## src/rtl/voice_mixer_if.sv

```systemverilog
// Port bundle between the voice pipeline and the frame mixer.
// master = sample producer / output consumer side, slave = the mixer itself.
interface voice_mixer_if #(
  parameter int VOICE_BITS = 8
);
  logic [1:0]            i_pipeline_state;
  logic [VOICE_BITS-1:0] i_voice_index;
  logic signed [15:0]    i_sample;
  logic [3:0]            i_gain_shift;
  logic                  i_sample_ready;
  logic signed [15:0]    o_sample;
  logic                  o_sample_valid;
  logic                  o_clipped;
  logic                  o_frame_error;
  logic                  o_overrun;
  logic                  o_dbg_accum;

  // Output handshake: a frame transfers on any rising edge where
  // o_sample_valid && i_sample_ready; o_sample/o_clipped stay stable while
  // valid is high and not yet transferred, and valid never drops without one.
  modport master (
    output i_pipeline_state, i_voice_index, i_sample, i_gain_shift, i_sample_ready,
    input  o_sample, o_sample_valid, o_clipped, o_frame_error, o_overrun, o_dbg_accum
  );

  modport slave (
    input  i_pipeline_state, i_voice_index, i_sample, i_gain_shift, i_sample_ready,
    output o_sample, o_sample_valid, o_clipped, o_frame_error, o_overrun, o_dbg_accum
  );
endinterface

```

## src/rtl/voice_mixer.sv

```systemverilog
// Sums one frame of time-multiplexed voice samples, scales and saturates the
// total to 16 bits and offers it on a valid/ready output.
module voice_mixer #(
  parameter int VOICE_BITS = 8,
  parameter int NUM_VOICES = 256,
  parameter int ACC_WIDTH  = 24
) (
  input  logic          i_clk,
  input  logic          i_reset_n,
  voice_mixer_if.slave  bus
);

  typedef enum logic {ST_SYNC, ST_ACCUM} state_t;

  localparam logic [VOICE_BITS-1:0]        LAST_IDX = VOICE_BITS'(NUM_VOICES - 1);
  localparam logic [VOICE_BITS-1:0]        ONE_IDX  = VOICE_BITS'(1);
  localparam logic signed [ACC_WIDTH-1:0]  POS_LIM  = ACC_WIDTH'(32767);
  localparam logic signed [ACC_WIDTH-1:0]  NEG_LIM  = ACC_WIDTH'(-32768);

  state_t                       state;
  logic [1:0]                   prev_phase;
  logic [VOICE_BITS-1:0]        expected;
  logic signed [ACC_WIDTH-1:0]  acc;

  logic                         capture;
  logic                         idx_zero;
  logic                         idx_match;
  logic                         complete;
  logic signed [ACC_WIDTH-1:0]  sample_ext;
  logic signed [ACC_WIDTH-1:0]  frame_sum;
  logic signed [ACC_WIDTH-1:0]  shifted;
  logic signed [15:0]           sat_sample;
  logic                         sat_clip;

  assign capture    = (bus.i_pipeline_state == 2'd2) && (prev_phase != 2'd2);
  assign idx_zero   = (bus.i_voice_index == '0);
  assign idx_match  = (bus.i_voice_index == expected);
  assign sample_ext = {{(ACC_WIDTH-16){bus.i_sample[15]}}, bus.i_sample};

  // In SYNC the accumulator content is stale, so a frame starts from zero.
  assign frame_sum  = ((state == ST_ACCUM) ? acc : {ACC_WIDTH{1'b0}}) + sample_ext;
  assign shifted    = frame_sum >>> bus.i_gain_shift;

  assign complete = capture &&
                    (((state == ST_SYNC) && idx_zero && (NUM_VOICES == 1)) ||
                     ((state == ST_ACCUM) && idx_match && (bus.i_voice_index == LAST_IDX)));

  always_comb begin
    sat_sample = shifted[15:0];
    sat_clip   = 1'b0;
    if (shifted > POS_LIM) begin
      sat_sample = 16'sh7fff;
      sat_clip   = 1'b1;
    end else if (shifted < NEG_LIM) begin
      sat_sample = -16'sh8000;
      sat_clip   = 1'b1;
    end
  end

  assign bus.o_dbg_accum = (state == ST_ACCUM);

  always_ff @(posedge i_clk or negedge i_reset_n) begin
    if (!i_reset_n) begin
      state              <= ST_SYNC;
      prev_phase         <= 2'd0;
      expected           <= '0;
      acc                <= '0;
      bus.o_sample       <= '0;
      bus.o_sample_valid <= 1'b0;
      bus.o_clipped      <= 1'b0;
      bus.o_frame_error  <= 1'b0;
      bus.o_overrun      <= 1'b0;
    end else begin
      prev_phase        <= bus.i_pipeline_state;
      bus.o_frame_error <= 1'b0;
      bus.o_overrun     <= 1'b0;

      if (bus.o_sample_valid && bus.i_sample_ready) begin
        bus.o_sample_valid <= 1'b0;
      end

      // A completion always wins over a same-edge transfer; overrun only when
      // the pending frame was not taken on this edge.
      if (complete) begin
        bus.o_sample       <= sat_sample;
        bus.o_clipped      <= sat_clip;
        bus.o_sample_valid <= 1'b1;
        if (bus.o_sample_valid && !bus.i_sample_ready) begin
          bus.o_overrun <= 1'b1;
        end
      end

      if (capture) begin
        case (state)
          ST_SYNC: begin
            if (idx_zero) begin
              acc <= sample_ext;
              if (NUM_VOICES == 1) begin
                expected <= '0;
              end else begin
                expected <= ONE_IDX;
                state    <= ST_ACCUM;
              end
            end
          end
          ST_ACCUM: begin
            if (idx_match) begin
              if (bus.i_voice_index == LAST_IDX) begin
                state    <= ST_SYNC;
                expected <= '0;
                acc      <= '0;
              end else begin
                acc      <= frame_sum;
                expected <= expected + ONE_IDX;
              end
            end else if (idx_zero) begin
              bus.o_frame_error <= 1'b1;
              acc               <= sample_ext;
              expected          <= ONE_IDX;
            end else begin
              bus.o_frame_error <= 1'b1;
              acc               <= '0;
              expected          <= '0;
              state             <= ST_SYNC;
            end
          end
          default: state <= ST_SYNC;
        endcase
      end
    end
  end

endmodule

```

## src/flat_wrapper.sv

```systemverilog
// flat-port wrapper written by rule: the top's interface ports become plain ports
module voice_mixer_flat 
#(
  parameter int VOICE_BITS = 8,
  parameter int NUM_VOICES = 256,
  parameter int ACC_WIDTH  = 24
)
  (i_clk, i_reset_n, bus_i_pipeline_state, bus_i_voice_index, bus_i_sample, bus_i_gain_shift, bus_i_sample_ready, bus_o_sample, bus_o_sample_valid, bus_o_clipped, bus_o_frame_error, bus_o_overrun, bus_o_dbg_accum);
  voice_mixer_if #(.VOICE_BITS(VOICE_BITS)) bus_i ();
  input  logic i_clk;
  input  logic i_reset_n;
  input wire logic [$bits(bus_i.i_pipeline_state)-1:0] bus_i_pipeline_state;
  input wire logic [$bits(bus_i.i_voice_index)-1:0] bus_i_voice_index;
  input wire logic [$bits(bus_i.i_sample)-1:0] bus_i_sample;
  input wire logic [$bits(bus_i.i_gain_shift)-1:0] bus_i_gain_shift;
  input wire logic [$bits(bus_i.i_sample_ready)-1:0] bus_i_sample_ready;
  output wire logic [$bits(bus_i.o_sample)-1:0] bus_o_sample;
  output wire logic [$bits(bus_i.o_sample_valid)-1:0] bus_o_sample_valid;
  output wire logic [$bits(bus_i.o_clipped)-1:0] bus_o_clipped;
  output wire logic [$bits(bus_i.o_frame_error)-1:0] bus_o_frame_error;
  output wire logic [$bits(bus_i.o_overrun)-1:0] bus_o_overrun;
  output wire logic [$bits(bus_i.o_dbg_accum)-1:0] bus_o_dbg_accum;
  assign bus_i.i_pipeline_state = bus_i_pipeline_state;
  assign bus_i.i_voice_index = bus_i_voice_index;
  assign bus_i.i_sample = bus_i_sample;
  assign bus_i.i_gain_shift = bus_i_gain_shift;
  assign bus_i.i_sample_ready = bus_i_sample_ready;
  assign bus_o_sample = bus_i.o_sample;
  assign bus_o_sample_valid = bus_i.o_sample_valid;
  assign bus_o_clipped = bus_i.o_clipped;
  assign bus_o_frame_error = bus_i.o_frame_error;
  assign bus_o_overrun = bus_i.o_overrun;
  assign bus_o_dbg_accum = bus_i.o_dbg_accum;
  voice_mixer #(.VOICE_BITS(VOICE_BITS), .NUM_VOICES(NUM_VOICES), .ACC_WIDTH(ACC_WIDTH)) u_core (.i_clk(i_clk), .i_reset_n(i_reset_n), .bus(bus_i));
endmodule
```

## config.mk

```make
export PLATFORM = sky130hd
export DESIGN_NAME = voice_mixer_flat
export DESIGN_NICKNAME = d
export VERILOG_FILES = /design/src/rtl/voice_mixer_if.sv /design/src/rtl/voice_mixer.sv /design/src/flat_wrapper.sv
export SDC_FILE = /design/constraint.sdc
export NUM_CORES = 1
export LEC_CHECK = 0
export ABC_CLOCK_PERIOD_IN_PS = 6600
export CORE_MARGIN = 2
export CORE_UTILIZATION = 23
export DETAILED_ROUTE_END_ITERATION = 7
export GPL_ROUTABILITY_DRIVEN = 0
export PLACE_DENSITY_LB_ADDON = 0.05
export SYNTH_ARGS = -nofsm -noshare
export SYNTH_HDL_FRONTEND = slang
export SYNTH_SLANG_ARGS = --single-unit
```

## constraint.sdc

```tcl
create_clock -name i_clk -period 6.6 [get_ports i_clk]
set_input_delay 0.99 -clock i_clk [delete_from_list [all_inputs] [get_ports i_clk]]
set_output_delay 0.99 -clock i_clk [all_outputs]
set_load 0.005 [all_outputs]
```

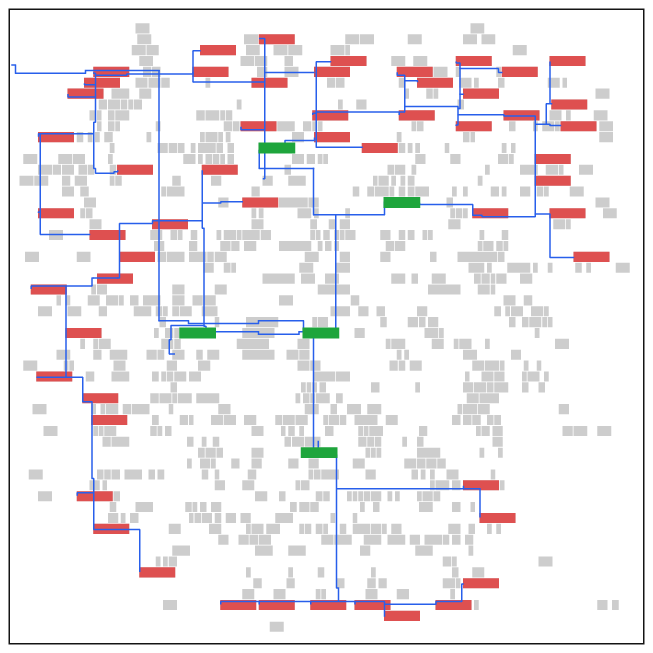
**Above:** routed clock nets over the placement.
Scale: 4 px per µm.
[blue] clock wires | length: 1140 µm
[red] flip-flops | count: 55
[green] clock-net drivers | count: 5
flops lie: widely spread

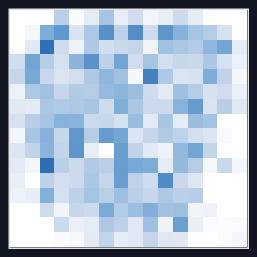
**Above:** local utilization.
Scale: 1.5 px per µm. The die is cut into 16 by 16 equal tiles; white is low, dark blue is high, 0 to 100% covered.
nearly empty tiles: 14%
mean over tiles: 24%
fullest tile: 75%
fp util: 23.4%
core area: 23400 µm²

==> run summary <==
Max Fclk: 181 MHz
routed vias/inst: 5.12
LEAKAGE: 2.61 nW
routed length per placed instance: 18.7 µm
Gate power share: 24.7%
Setup TNS Final: 0 ps
family with the most delay on the worst path: AND-OR/OR-AND gates
startpoint class of the critical path: input port
register-to-register setup slack: 1260 ps
Pint: 578 µW
Max-area cell share: 25.1%
max-cap violations: 0
overall die width: 158 µm
clock network fraction of total power: 34.6%
crit path DRT: 6840 ps
CP Cell Sequence: clkdlybuf4s50_1, ha_1, a21oi_1, o21ai_1, a221oi_1, nand3_2, xor2_1, o21ai_1, a211o_1, o311a_1, o41ai_4, o311ai_0, a21oi_1
DP Wirelength: 15.2 mm
CTS tree: done
WS Path Type: input port to flip-flop
H-tree Lvls: 2
ys flop type: dfrtp_1
GRT overflow: 0
Flops after synth: 55
pre-CTS setup slack: 765 ps
initial detailed-routing violation count: 273
Async S/R FF share, synth: 100%
global-route wire length before repair: 31.5 mm
outcome: finished clean
YS chip area: 5470 µm²
cell type with the largest total area: dfrtp_1
worst min path class: flip-flop to flip-flop
vias in the first global route: 5423
mapped cell area: 5470 µm²
I/O pins: 54
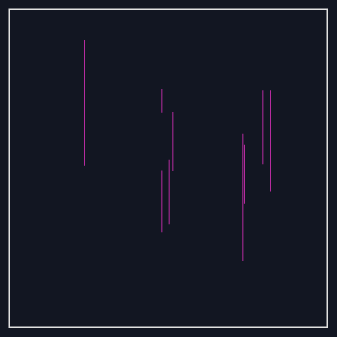
**Above:** M4 wires.
Scale: 2 px per µm.
nets with wire on the layer: 7
longest straight run: 63.2 µm
share of all routed wire: 1.8%
wire length on this layer: 345 µm
main direction: vertical
Post-Route WL: 19.5 mm
total vias in the final route: 5335

[sequential cells by signal, summed over array words and instances, names as in the netlist]
| register | cells |
|---|---|
| u_core.bus.o_overrun | 1 |
| u_core.bus.o_sample | 16 |
| u_core.bus.o_clipped | 1 |
| u_core.acc | 24 |
| u_core.bus.o_frame_error | 1 |
| u_core.bus.o_dbg_accum | 1 |
| u_core.bus.o_sample_valid | 1 |
| u_core.expected | 8 |
| u_core.prev_phase | 2 |
[metrics by stage]
step                hold slack, ps  cells  power (mW)
CTS                            481   1043       0.891
finish                         478   1043       0.870
detailed placement             460   1035       0.577
global route                   502   1043       0.925
floorplan                      441    693       0.498
global placement               456   1035       0.577
[worst register-to-register path, delay by kind of cell (launching register included)]
| kind | cells | cell delay [ps] |
|---|---|---|
| adders and majority gates | 2 | 640 |
| DFF | 1 | 730 |
| AOI/OAI and AO/OA | 10 | 3240 |
| and+or+nand+nor | 1 | 310 |
| xor gates and xnor gates | 1 | 350 |
[how the worst min path moves through the flow]
stage	slack, ps	endpoint	from
after floorplan	440	u_core.acc[12]$_DFFE_PN0P_	u_core.acc[12]$_DFFE_PN0P_
after global placement	460	u_core.acc[12]$_DFFE_PN0P_	u_core.acc[12]$_DFFE_PN0P_
after detailed placement	460	u_core.acc[13]$_DFFE_PN0P_	u_core.acc[13]$_DFFE_PN0P_
after CTS	480	u_core.acc[13]$_DFFE_PN0P_	u_core.acc[13]$_DFFE_PN0P_
after global routing	500	u_core.acc[13]$_DFFE_PN0P_	u_core.acc[13]$_DFFE_PN0P_
final	480	u_core.acc[12]$_DFFE_PN0P_	u_core.acc[12]$_DFFE_PN0P_
[power by group through the flow]
stage	registers, mW	clock network (mW)	logic (mW)
floorplan	0.358	0	0.139
global placement	0.360	0	0.217
detailed placement	0.360	0	0.217
CTS	0.354	0.319	0.218
global route	0.355	0.330	0.240
finish	0.354	0.302	0.215
[cells in the final DEF, fill, tap and decap left out, types with 15 or more instances in the layout]
| cell type | n |
|---|---|
| nor2_1 | 107 |
| nand2_1 | 72 |
| a21oi_1 | 60 |
| dfrtp_1 | 55 |
| clkdlybuf4s50_1 | 52 |
| and2_1 | 28 |
| o21ai_0 | 28 |
| ha_1 | 24 |
| xnor2_1 | 20 |
| mux2i_1 | 19 |
| a221oi_1 | 16 |
| buf_4 | 15 |
[layer usage]
| layer | global-route usage, % | vias to the layer above | part of all wire [%] |
|---|---|---|---|
| li1 | - | 2621 | - |
| met5 | 0 | - | 0 |
| met1 | 22.7 | 2585 | 50 |
| met2 | 26.5 | 110 | 45 |
| met4 | 4.03 | 0 | 1.8 |
| met3 | 2.07 | 19 | 3.2 |
[final cells by class]
cell class,count,area [µm²]
clock buffers,5,125
well taps,319,399
fillers,2574,16900
multi-input cells,581,3850
repair buffers,68,638
clock inverters,3,27.5
inverters,12,45.0
flip-flops and latches,55,1380
[cells by family after synthesis]
kind of cell,count (synthesis),synth area share [%]
simple gates,275,23.5
compound gates,221,28.6
buf+inv,57,4.78
flops,55,25.1
xor+xnor,33,5.28
mux,27,6.77
fa+ha+maj,25,5.85
No activity file was given, so power comes from the tool's default toggle rates.
